$ cat src/rtl/cache_pkg.sv
// Shared constants and types for the cache line-fill path.
// Geometry: WORDS_PER_LINE words of WORD_W bits form one LINE_W-bit line,
// addressed with ADDR_W-bit byte addresses.
package cache_pkg;

    localparam int unsigned WORDS_PER_LINE = 8;
    localparam int unsigned WORD_W         = 32;
    localparam int unsigned ADDR_W         = 32;
    localparam int unsigned LINE_W         = WORDS_PER_LINE * WORD_W;
    localparam int unsigned BYTE_OFFSET_W  = $clog2(LINE_W / 8);
    localparam int unsigned BEAT_W         = $clog2(WORDS_PER_LINE);
    localparam int unsigned WORD_BYTES_W   = $clog2(WORD_W / 8);

    typedef enum logic [1:0] {
        IDLE,
        REQ,
        WAIT,
        DONE
    } fill_state_t;

endpackage

$ cat src/rtl/line_fill_buf.sv
// Line assembly register: one LINE_W-bit register written a word at a time.
// Ports:
//   clk, rst  - clock, asynchronous active-high reset (clears the line)
//   wr_en     - write wr_data into word slot wr_idx this cycle
//   wr_idx    - word slot index
//   wr_data   - word to store
//   line      - current line contents, word k at [k*WORD_W +: WORD_W]
module line_fill_buf
    import cache_pkg::*;
(
    input  logic              clk,
    input  logic              rst,
    input  logic              wr_en,
    input  logic [BEAT_W-1:0] wr_idx,
    input  logic [WORD_W-1:0] wr_data,
    output logic [LINE_W-1:0] line
);

    logic [LINE_W-1:0] line_q;

    always_ff @(posedge clk or posedge rst) begin
        if (rst) begin
            line_q <= '0;
        end else if (wr_en) begin
            line_q[wr_idx*WORD_W +: WORD_W] <= wr_data;
        end
    end

    assign line = line_q;

endmodule

$ cat src/rtl/line_fill_ctrl.sv
// Cache line-fill sequencer. On fill_req it fetches every word of the line
// containing fill_addr, lowest address first, one single-beat read at a time
// over a req/gnt + rvalid handshake, and pulses fill_done when the line is
// assembled. Errors are accumulated and reported with fill_done; they never
// cut a fill short, so memory is never left with an orphan request.
// Ports:
//   clk, rst             - clock, asynchronous active-high reset
//   fill_req, fill_addr  - fill request and any byte address in the line
//   fill_busy            - high whenever not idle
//   fill_done, fill_err  - one-cycle completion pulse and error status
//   fill_line            - assembled line
//   mem_req, mem_addr    - read request and word-aligned beat address
//   mem_gnt              - request accepted
//   mem_rvalid, mem_rdata, mem_err - read response
module line_fill_ctrl
    import cache_pkg::*;
(
    input  logic              clk,
    input  logic              rst,
    input  logic              fill_req,
    input  logic [ADDR_W-1:0] fill_addr,
    output logic              fill_busy,
    output logic              fill_done,
    output logic              fill_err,
    output logic [LINE_W-1:0] fill_line,
    output logic              mem_req,
    output logic [ADDR_W-1:0] mem_addr,
    input  logic              mem_gnt,
    input  logic              mem_rvalid,
    input  logic [WORD_W-1:0] mem_rdata,
    input  logic              mem_err
);

    localparam int unsigned LineAddrW = ADDR_W - BYTE_OFFSET_W;

    fill_state_t          state_q, state_d;
    logic [BEAT_W-1:0]    beat_q, beat_d;
    // Only the line-number bits are kept; the offset bits are always zero.
    logic [LineAddrW-1:0] base_q, base_d;
    logic                 err_q, err_d;
    logic                 wr_en;

    logic unused_fill_addr;
    assign unused_fill_addr = ^fill_addr[BYTE_OFFSET_W-1:0];

    always_ff @(posedge clk or posedge rst) begin
        if (rst) begin
            state_q <= IDLE;
            beat_q  <= '0;
            base_q  <= '0;
            err_q   <= 1'b0;
        end else begin
            state_q <= state_d;
            beat_q  <= beat_d;
            base_q  <= base_d;
            err_q   <= err_d;
        end
    end

    always_comb begin
        state_d = state_q;
        beat_d  = beat_q;
        base_d  = base_q;
        err_d   = err_q;
        wr_en   = 1'b0;
        unique case (state_q)
            IDLE: begin
                if (fill_req) begin
                    base_d  = fill_addr[ADDR_W-1:BYTE_OFFSET_W];
                    beat_d  = '0;
                    err_d   = 1'b0;
                    state_d = REQ;
                end
            end
            REQ: begin
                // rvalid here (including the grant cycle) belongs to no beat.
                if (mem_gnt) begin
                    state_d = WAIT;
                end
            end
            WAIT: begin
                if (mem_rvalid) begin
                    wr_en = 1'b1;
                    err_d = err_q | mem_err;
                    if (beat_q == BEAT_W'(WORDS_PER_LINE - 1)) begin
                        state_d = DONE;
                    end else begin
                        beat_d  = beat_q + BEAT_W'(1);
                        state_d = REQ;
                    end
                end
            end
            DONE: begin
                state_d = IDLE;
            end
            default: begin
                state_d = IDLE;
            end
        endcase
    end

    // Outputs decode registered state only.
    assign fill_busy = (state_q != IDLE);
    assign fill_done = (state_q == DONE);
    assign fill_err  = (state_q == DONE) & err_q;
    assign mem_req   = (state_q == REQ);
    // Base offset bits are zero, so concatenation is the same as base + beat*bytes.
    assign mem_addr  = {base_q, beat_q, {WORD_BYTES_W{1'b0}}};

    line_fill_buf u_buf (
        .clk     (clk),
        .rst     (rst),
        .wr_en   (wr_en),
        .wr_idx  (beat_q),
        .wr_data (mem_rdata),
        .line    (fill_line)
    );

endmodule

$ cat config.mk
export PLATFORM = sky130hd
export DESIGN_NAME = line_fill_ctrl
export DESIGN_NICKNAME = d
export VERILOG_FILES = /design/src/rtl/cache_pkg.sv /design/src/rtl/line_fill_buf.sv /design/src/rtl/line_fill_ctrl.sv
export SDC_FILE = /design/constraint.sdc
export NUM_CORES = 1
export LEC_CHECK = 0
export CORE_ASPECT_RATIO = 1.5
export CORE_MARGIN = 2
export CORE_UTILIZATION = 51
export DETAILED_ROUTE_END_ITERATION = 8
export GPL_ROUTABILITY_DRIVEN = 0
export PLACE_DENSITY = 0.85
export SYNTH_ARGS = -nofsm -noshare
export SYNTH_HDL_FRONTEND = slang
export SYNTH_SLANG_ARGS = --single-unit
$ cat constraint.sdc
create_clock -name clk -period 34.8 [get_ports clk]
set_input_delay 10.44 -clock clk [delete_from_list [all_inputs] [get_ports clk]]
set_output_delay 10.44 -clock clk [all_outputs]
set_load 0.02 [all_outputs]
Power grid:
Scale: 2 px per µm. Pins as bars on the die edge. Tap cells in grey.
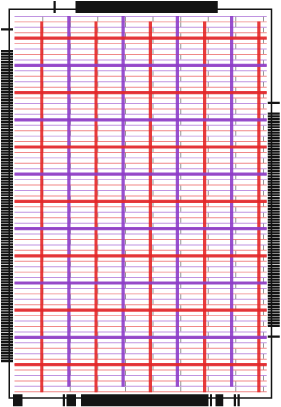
| colour | net |
|---|---|
| purple | VDD |
| red | VSS |
signal pins: 362
met4 straps: 9
tap cells: 319

Placed cells, one colour a class:
Scale: 2 px per µm. Fill, decap, tap and diode cells in grey.
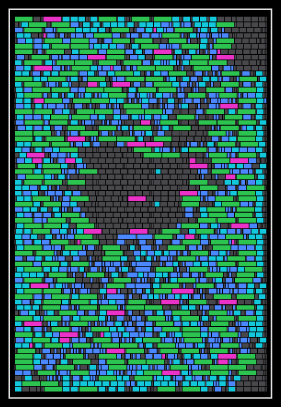
| colour | class | cells |
|---|---|---|
| cyan | other buffers and delay cells | 373 |
| blue | all other logic | 683 |
| green | flip-flops | 289 |
| magenta | clock drivers and dummy loads | 48 |
sequential share of cell area: 42.4%
Site Rows: 69
Finished Cell Area: 0.0171 mm²
Final Core Density: 72.2%

==> metrics.cfg <==
[run_status]
outcome=complete, no violations

[floorplan]
die_width_um=130
fp_util_pct=51.7
fp.coreArea_mm2=0.0237
fp.dieH_um=194
n_tap_cell=319
io_pins=362
chipArea_mm2=0.0252

[grt]
grt_util_met3_pct=6.46
antenna_found_initial=0
grt_pass1_vias=9777
met1_usage_pct=30.7
grt_max_degree=133
top_usage_layer=met2
gr-total-overflow=0
met2_usage_pct=50.8

[power]
leakagePower_nw=7.70
power_mw=1.24
powerSeq_mw=0.470
comb_power_share_pct=38.4
p_seq_share_pct=37.8
p_clk_mw=0.295
vdd_drop_max_mv=0.0593
comb-power_mw=0.477

[min_path]
min_from=u_buf.line[89]
hold_depth=1
hp-class=flip-flop to flip-flop
whs_endpoint=u_buf.line[89]

[place]
placed_area_mm2=0.0162
pre_cts_slack_ns=21.52
place_inst=1664
dp_hpwl_um=24400

[yosys]
synth-edff-count=0
adder_share_pct=0.512
synth_warnings=0
synth_seq_share_pct=59.2
ff_type=dfrtp_1
synth-simple-area-share_pct=8.52
synthArstFlopShare_pct=100
synth_top_area_share_pct=59.2
ys_sh_aoi_pct=0.358
yosysCellCount=1024
synthXorXnorAreaFrac_pct=0
most_common_cell=dfrtp_1
top_area_cell=dfrtp_1
ys_top_cells_by_area=dfrtp_1 (59%), mux2i_1 (13%), mux2_2 (8.8%)
mux_share_pct=24.6
synth.comb.largest_family=multiplexers
ys_top_cells_by_count=dfrtp_1 (289), inv_1 (160), nand2_1 (159)
syn_inst=1024
mappedNetlistArea_mm2=0.0122

[layout]
regArea_mm2=0.00723
drive_above_1_share_pct=12.4
buffer_area_share_pct=21.6
antenna_cells=0
largest_register_ffs=256
n_sequential_cell=289
fin_cells=1712
clkCellAreaFrac_pct=5.22
buffers=373
comb_cells=523
nNetsFinal=1449
syn_to_final_growth_pct=39.7
largest_cell_class=sequential cells
combGateArea_mm2=0.00426
comb_share_pct=24.9
n_fill_cell=1645

[critical_path]
critPathMaxFanout=32
cp_slowest_cell=or4_2
crit_family=simple AND/OR/NAND/NOR gates
worst-setup-path-type=primary input to flip-flop
cp-startpoint=mem_rvalid
critical_path_buf_inv_count=1
worstSetupStartpointType=primary input
r2r-start=beat_q[0]
ff2ff_path_depth=6
worstPathRequired_ns=35.20
r2r_setup_slack_ns=31.46
cp.depth=4
path_cells=clkdlybuf4s50_1, nand4bb_1, or4_2, mux2_1

[final_timing]
final.setup.worst_slack_ns=22.04
layout_min_cycle_time_ns=12.76
post-route-period-util_pct=36.7
slew_violations=0
finalSetupViolCount=0
rsz0062_at_grt=no
setup_tns_ns=0
timing.fmax_mhz=78.4
relSlewSlack_pct=29.5

[clock_network]
cts_root_buf=clkbuf_16
cts_hold_buf=0
cts.htree.levels=1
post_cts_buffers=0
post_cts_resize_count=0
clk_pin_slew_worst_paths_ns=0.06
clock_sinks=289
clkLatencyLatePin_ns=0.53
cts_tree=done

[run]
tool_warnings=35

[routing]
drc_errors=0
met3_length_um=2640
via_count=8878
topRoutingLayerUsed=met4
drt_iter0_drc=446
dr.pass1.iters=4
route.met2.wl_um=18300
ant_nets=0
routedWlPerCell_um=20.6
via_per_inst=5.19
met1_length_um=12100
drt-total-wl_um=35300

Routed clock nets over the placement:
Scale: 2 px per µm.
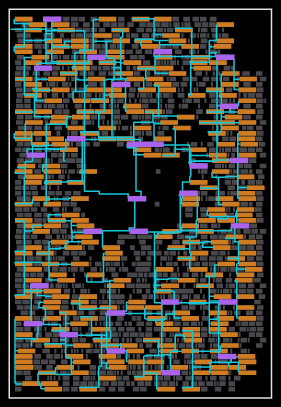
[orange] flip-flops | count: 289
[purple] cells driving clock nets | count: 27
[cyan] clock wires | length: 3320 µm
routed clock nets: 28
worst clock skew: 0.0127 ns
clock network fraction of total power: 23.8%

Wiring by layer:
Scale: 2 px per µm.
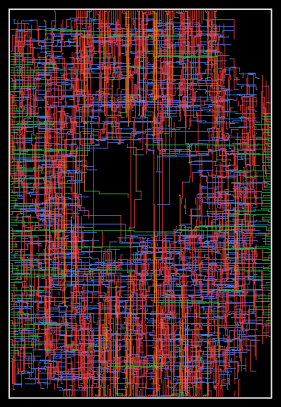
| colour | layer | wire length |
|---|---|---|
| green | met3 | 2640 µm |
| orange | met4 | 2190 µm |
| blue | met1 | 12100 µm |
| red | met2 | 18300 µm |

## cell usage in the layout (no fill, tap or decap), types with 2 or more instances in the layout
| cell type | count |
|---|---|
| a21oi_1 | 2 |
| buf_4 | 19 |
| clkbuf_1 | 5 |
| clkbuf_16 | 27 |
| clkbuf_8 | 10 |
| clkdlybuf4s50_1 | 354 |
| clkinv_2 | 4 |
| conb_1 | 2 |
| dfrtp_1 | 289 |
| ha_1 | 4 |
| inv_1 | 159 |
| mux2_1 | 33 |
| mux2_2 | 95 |
| mux2i_1 | 156 |
| nand2_1 | 159 |
| nand2b_1 | 5 |
| nand3b_1 | 2 |
| nand4_1 | 2 |
| nor2_1 | 2 |
| nor2b_1 | 34 |
| nor3_2 | 3 |
| nor4_4 | 4 |
| nor4bb_4 | 2 |
| o21ai_0 | 4 |
Power figures rest on the tool's default switching activity, not on a simulated workload.
